[src/rtl/me_pkg.sv]
// Shared constants and types for the motion-estimation PE-array feeder.
package me_pkg;

  localparam int unsigned PIXEL_DEF = 8;

  // One bit selects between the two ping-pong current-block slots.
  typedef logic slot_t;

  localparam logic [1:0] REF_ADJ1_FWD = 2'b00;
  localparam logic [1:0] REF_ADJ8_FWD = 2'b01;
  localparam logic [1:0] REF_ADJ1_REV = 2'b10;
  localparam logic [1:0] REF_ADJ8_REV = 2'b11;

  typedef enum logic [2:0] {
    IDLE,
    START,
    SEARCH,
    DRAIN,
    DONE
  } state_e;

endpackage

[src/rtl/me_ref_scan.sv]
// Reference-window scan: walks the candidate grid in a snake, drives the reference
// shift strobe and source select, and tags each candidate one cycle after its shift.
module me_ref_scan
  import me_pkg::*;
#(
  parameter int unsigned SEARCH_W = 16,
  parameter int unsigned SEARCH_H = 16
) (
  input  logic                        clk,
  input  logic                        rst,
  input  logic                        clear_i,
  input  logic                        active_i,
  input  logic                        stall_i,
  output logic                        change_ref_o,
  output logic [1:0]                  ref_sel_o,
  output logic                        last_o,
  output logic                        cand_valid_o,
  output logic [$clog2(SEARCH_W)-1:0] cand_x_o,
  output logic [$clog2(SEARCH_H)-1:0] cand_y_o
);

  localparam int unsigned XW = $clog2(SEARCH_W);
  localparam int unsigned YW = $clog2(SEARCH_H);

  logic [XW-1:0] col_q, col_d;
  logic [YW-1:0] row_q, row_d;
  logic [1:0]    sel_q, sel_c;
  logic [XW-1:0] x_c;
  logic          col_last, row_last;
  logic          cand_valid_q;
  logic [XW-1:0] cand_x_q;
  logic [YW-1:0] cand_y_q;

  assign change_ref_o = active_i && !stall_i && !rst;
  assign col_last     = (col_q == XW'(SEARCH_W - 1));
  assign row_last     = (row_q == YW'(SEARCH_H - 1));
  assign last_o       = change_ref_o && col_last && row_last;

  // Row starts step down by a full block; odd rows walk right-to-left.
  always_comb begin
    sel_c = REF_ADJ1_FWD;
    if (col_q == '0 && row_q != '0) begin
      sel_c = REF_ADJ8_FWD;
    end else if (row_q[0]) begin
      sel_c = REF_ADJ1_REV;
    end
  end

  assign x_c       = row_q[0] ? (XW'(SEARCH_W - 1) - col_q) : col_q;
  assign ref_sel_o = change_ref_o ? sel_c : sel_q;

  always_comb begin
    col_d = col_q;
    row_d = row_q;
    if (clear_i) begin
      col_d = '0;
      row_d = '0;
    end else if (change_ref_o) begin
      if (col_last) begin
        col_d = '0;
        row_d = row_last ? '0 : row_q + 1'b1;
      end else begin
        col_d = col_q + 1'b1;
      end
    end
  end

  always_ff @(posedge clk) begin
    if (rst) begin
      col_q        <= '0;
      row_q        <= '0;
      sel_q        <= REF_ADJ1_FWD;
      cand_valid_q <= 1'b0;
      cand_x_q     <= '0;
      cand_y_q     <= '0;
    end else begin
      col_q        <= col_d;
      row_q        <= row_d;
      cand_valid_q <= change_ref_o;
      if (change_ref_o) begin
        sel_q    <= sel_c;
        cand_x_q <= x_c;
        cand_y_q <= row_q;
      end
    end
  end

  assign cand_valid_o = cand_valid_q;
  assign cand_x_o     = cand_x_q;
  assign cand_y_o     = cand_y_q;

endmodule

[src/rtl/me_pe_feeder.sv]
// Drive side of the ME PE array: loads current blocks into two ping-pong slots and
// sequences the snake search of whichever slot is full, overlapping the two.
module me_pe_feeder
  import me_pkg::*;
#(
  parameter int unsigned PIXEL    = PIXEL_DEF,
  parameter int unsigned PE_NUM   = 64,
  parameter int unsigned SEARCH_W = 16,
  parameter int unsigned SEARCH_H = 16
) (
  input  logic                        clk,
  input  logic                        rst,
  input  logic                        s_valid,
  output logic                        s_ready,
  input  logic [PIXEL-1:0]            s_data,
  input  logic                        stall,
  output logic [PIXEL-1:0]            in_curr,
  output logic                        in_curr_enable,
  output logic [2:0]                  CB_select,
  output logic                        change_curr,
  output logic [2:0]                  abs_Control,
  output logic                        change_ref,
  output logic [1:0]                  ref_input_Control,
  output logic                        cand_valid,
  output logic [$clog2(SEARCH_W)-1:0] cand_x,
  output logic [$clog2(SEARCH_H)-1:0] cand_y,
  output logic                        blk_done
);

  localparam int unsigned BW = $clog2(PE_NUM);

  logic [BW-1:0] beat_q;
  slot_t         wr_slot_q, rd_slot_q, abs_slot_q;
  logic [1:0]    full_q, full_set, full_clr;
  logic          accept, load_last;
  state_e        state_q;
  logic          change_curr_q, blk_done_q;
  logic          scan_last;

  // Loader: pixels pass straight through to PE[0] on every accepted beat.
  assign s_ready        = !rst && !full_q[wr_slot_q];
  assign accept         = s_valid && s_ready;
  assign in_curr_enable = accept;
  assign in_curr        = accept ? s_data : '0;
  assign load_last      = accept && (beat_q == BW'(PE_NUM - 1));
  assign CB_select      = {2'b00, wr_slot_q};

  always_ff @(posedge clk) begin
    if (rst) begin
      beat_q    <= '0;
      wr_slot_q <= 1'b0;
    end else if (accept) begin
      if (load_last) begin
        beat_q    <= '0;
        wr_slot_q <= ~wr_slot_q;
      end else begin
        beat_q <= beat_q + 1'b1;
      end
    end
  end

  // Loader only ever fills an empty slot, so set and clear never collide.
  always_comb begin
    full_set = '0;
    full_clr = '0;
    if (load_last) full_set[wr_slot_q] = 1'b1;
    if (state_q == DONE) full_clr[rd_slot_q] = 1'b1;
  end

  always_ff @(posedge clk) begin
    if (rst) begin
      full_q <= '0;
    end else begin
      full_q <= (full_q | full_set) & ~full_clr;
    end
  end

  always_ff @(posedge clk) begin
    if (rst) begin
      state_q       <= IDLE;
      rd_slot_q     <= 1'b0;
      abs_slot_q    <= 1'b0;
      change_curr_q <= 1'b0;
      blk_done_q    <= 1'b0;
    end else begin
      change_curr_q <= 1'b0;
      blk_done_q    <= 1'b0;
      case (state_q)
        IDLE: begin
          if (full_q[rd_slot_q]) begin
            state_q       <= START;
            change_curr_q <= 1'b1;
            abs_slot_q    <= rd_slot_q;
          end
        end
        START:  state_q <= SEARCH;
        SEARCH: if (scan_last) state_q <= DRAIN;
        DRAIN: begin
          state_q    <= DONE;
          blk_done_q <= 1'b1;
        end
        DONE: begin
          state_q   <= IDLE;
          rd_slot_q <= ~rd_slot_q;
        end
        default: state_q <= IDLE;
      endcase
    end
  end

  assign change_curr = change_curr_q;
  assign blk_done    = blk_done_q;
  assign abs_Control = {2'b00, abs_slot_q};

  me_ref_scan #(
    .SEARCH_W (SEARCH_W),
    .SEARCH_H (SEARCH_H)
  ) u_scan (
    .clk          (clk),
    .rst          (rst),
    .clear_i      (state_q == START),
    .active_i     (state_q == SEARCH),
    .stall_i      (stall),
    .change_ref_o (change_ref),
    .ref_sel_o    (ref_input_Control),
    .last_o       (scan_last),
    .cand_valid_o (cand_valid),
    .cand_x_o     (cand_x),
    .cand_y_o     (cand_y)
  );

endmodule

[config.mk]
export PLATFORM = sky130hd
export DESIGN_NAME = me_pe_feeder
export DESIGN_NICKNAME = d
export VERILOG_FILES = /design/src/rtl/me_pkg.sv /design/src/rtl/me_ref_scan.sv /design/src/rtl/me_pe_feeder.sv
export SDC_FILE = /design/constraint.sdc
export NUM_CORES = 1
export LEC_CHECK = 0
export ABC_AREA = 1
export CAP_MARGIN = 20
export CELL_PAD_IN_SITES_DETAIL_PLACEMENT = 0
export CELL_PAD_IN_SITES_GLOBAL_PLACEMENT = 2
export CORE_MARGIN = 2
export CORE_UTILIZATION = 29
export CTS_CLUSTER_SIZE = 20
export DETAILED_ROUTE_END_ITERATION = 12
export PLACE_DENSITY_LB_ADDON = 0.1
export SYNTH_ARGS = -nofsm -noshare
export SYNTH_HDL_FRONTEND = slang
export SYNTH_SLANG_ARGS = --single-unit
[constraint.sdc]
create_clock -name clk -period 2.9 [get_ports clk]
set_input_delay 0.725 -clock clk [delete_from_list [all_inputs] [get_ports clk]]
set_output_delay 0.725 -clock clk [all_outputs]
set_load 0.01 [all_outputs]
Fig. 1: signal wires on met1
Scale bar: 20 µm. Supply wires on this layer in gray.
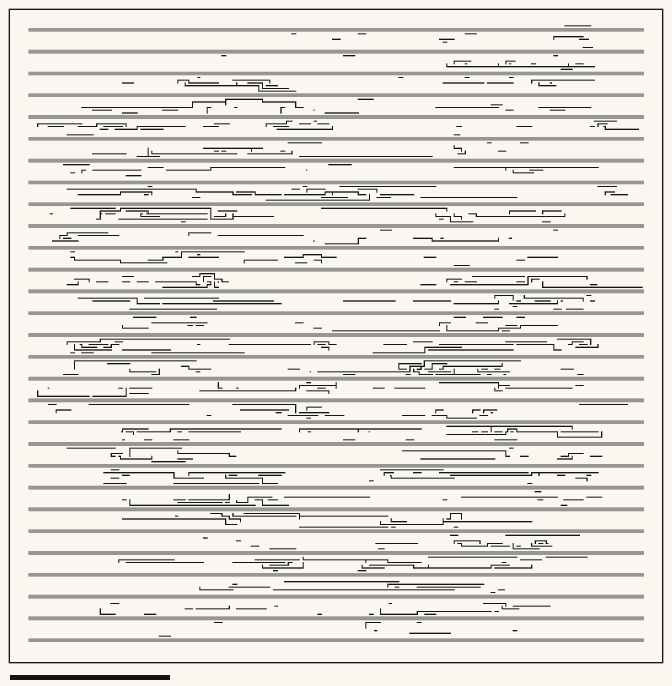
269 nets have wire on it. The layer holds 49% of the routed length. The layer carries 1940 µm of wire. The wires run mostly horizontal. The longest straight run is 22.5 µm.
Total Wirelength: 3950 µm
Via Count: 1515
met1 Use GR: 17.0%

Fig. 2: signal wires on met2
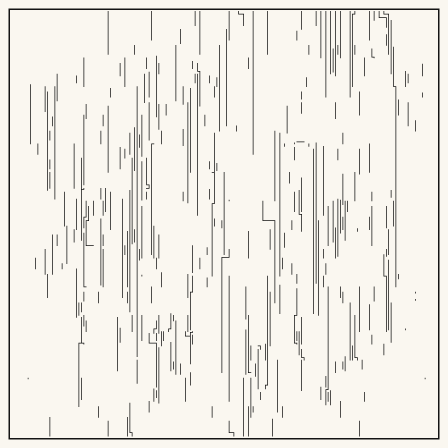
The layer holds 47% of the routed length. The layer carries 1850 µm of wire. The wires run mostly vertical. 231 nets have wire on it.
met2 Usage GRT: 22.2%

Fig. 3: signal wires on met3
Scale bar: 20 µm. Cells faint in the background.
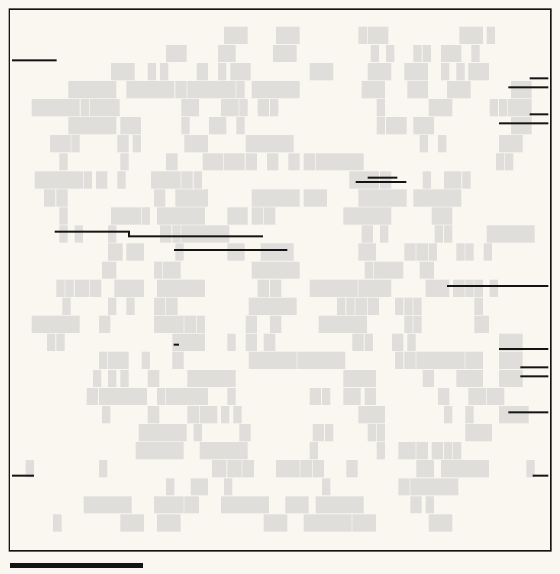
The wires run mostly horizontal. 15 nets have wire on it. The layer carries 125 µm of wire. The longest straight run is 20.0 µm.
GR Layer Usage met3: 3.11%

Fig. 4: gate-type map
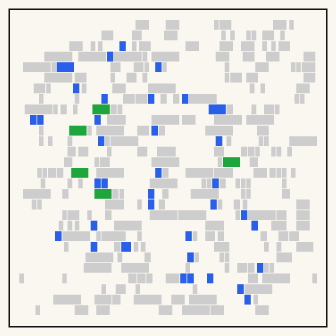
Blue shows inverting AOI/OAI gates, cells 36, most used a21oi_1. Green shows adder and majority cells, cells 5, most used ha_1.
Non-Filler Instances: 357
combinational share of cell area: 35.7%
most common logic cell in the routed design: nand2_1

==> run notes <==
yosys + openroad results -> clock network fraction of total power=38.9%, nets@finish=just under 300, ant diodes=0, Sw Share=24.7%, WL met2=between 1500 and 2000 µm, post_cts resized=11, top comb family, area=simple AND/OR/NAND/NOR gates, ys flops=35, top cells by count, synth=nand2_1, dfxtp_1, inv_1, layout cell share with drive strength beyond 1=between 10% and 20%, Max clock buf depth=2, antenna violations before repair=0, setup TNS=0 ns, Register-to-Register Path Depth=6, die width=a little over 80 µm, DP Cell Count=~350, Init Core Util=between 20% and 30%, number of synthesis warnings=0, reg2reg start=beat_q[0]$_SDFFE_PP0N_, type of the tightest min-delay check=reg2reg, DR vias/cell=roughly 4.2, Worst EP required=2.17 ns, crit-path most repeated cell=clkdlybuf4s50_1, area leader, netlist=dfxtp_1, Netlist cell types=30, outcome=finished, final reports clean, final slew viol count=0, DIE HEIGHT=between 80 and 90 µm, Syn Area/Cell=roughly 7.4 µm², clk sink count=35, adder share=3.60%, Combinational Power Share=between 7 and 8%, Synth Cell Area=1740 µm², fmax=between 0.3 and 0.4 GHz, Final Power=about 0.00091 W, CTS tree=built, DRT met1 WL=between 1500 and 2000 µm, critical path class=in2out, chip area=~6600 µm², register-to-register setup slack=1.36 ns, total grt overflow=0, CP Max Fanout=4, Synth mux share=0%
==> flip-flops by register name, summed over array words and instances, names as in the netlist <==
register             cells
abs_slot_q               1
rd_slot_q                1
u_scan.cand_x_o          4
change_curr              1
state_q                  3
beat_q                   6
u_scan.sel_q             2
blk_done                 1
u_scan.cand_valid_o      1
wr_slot_q                1
u_scan.cand_y_o          4
full_q                   2
u_scan.col_q             4
u_scan.row_q             4
==> layout make-up <==
cell class                 count  area share (%)
inverter                      37            6.02
clock inverter                 3           0.868
tap                           75            4.07
timing repair buffer          50            20.0
clock buffer                   5            2.98
sequential                    35            30.4
multi-input combinational    152            35.7
==> power by group through the flow <==
| stage | Sequential (W) | Combinational (W) | Clock [W] |
|---|---|---|---|
| 2_1_floorplan | 0.000496 | 0.0000369 | 0 |
| 3_3_place_gp | 0.000496 | 0.0000718 | 0 |
| 3_5_place_dp | 0.000496 | 0.0000721 | 0 |
| 4_1_cts | 0.000485 | 0.0000696 | 0.000374 |
| 5_1_grt | 0.000485 | 0.0000778 | 0.000395 |
| 6_report | 0.000485 | 0.0000682 | 0.000352 |
==> cell usage in the layout (no fill, tap or decap), types with 2 or more instances in the layout <==
master	Yosys	final
buf_4	6	13
a21oi_1	18	18
xnor2_1	4	4
dlygate4sd2_1	0	10
nor2_4	2	2
xor2_1	3	3
nand4_1	4	4
inv_2	5	5
o21ai_0	9	9
nand2_1	37	37
nor4_1	2	2
inv_1	32	32
dfxtp_1	35	35
ha_1	5	5
clkdlybuf4s50_1	0	25
clkbuf_8	0	5
clkinvlp_4	0	2
dlymetal6s2s_1	0	2
o21ai_1	6	6
nand3_1	22	22
nor2_1	26	25
conb_1	1	4
No activity file was given, so power comes from the tool's default toggle rates.
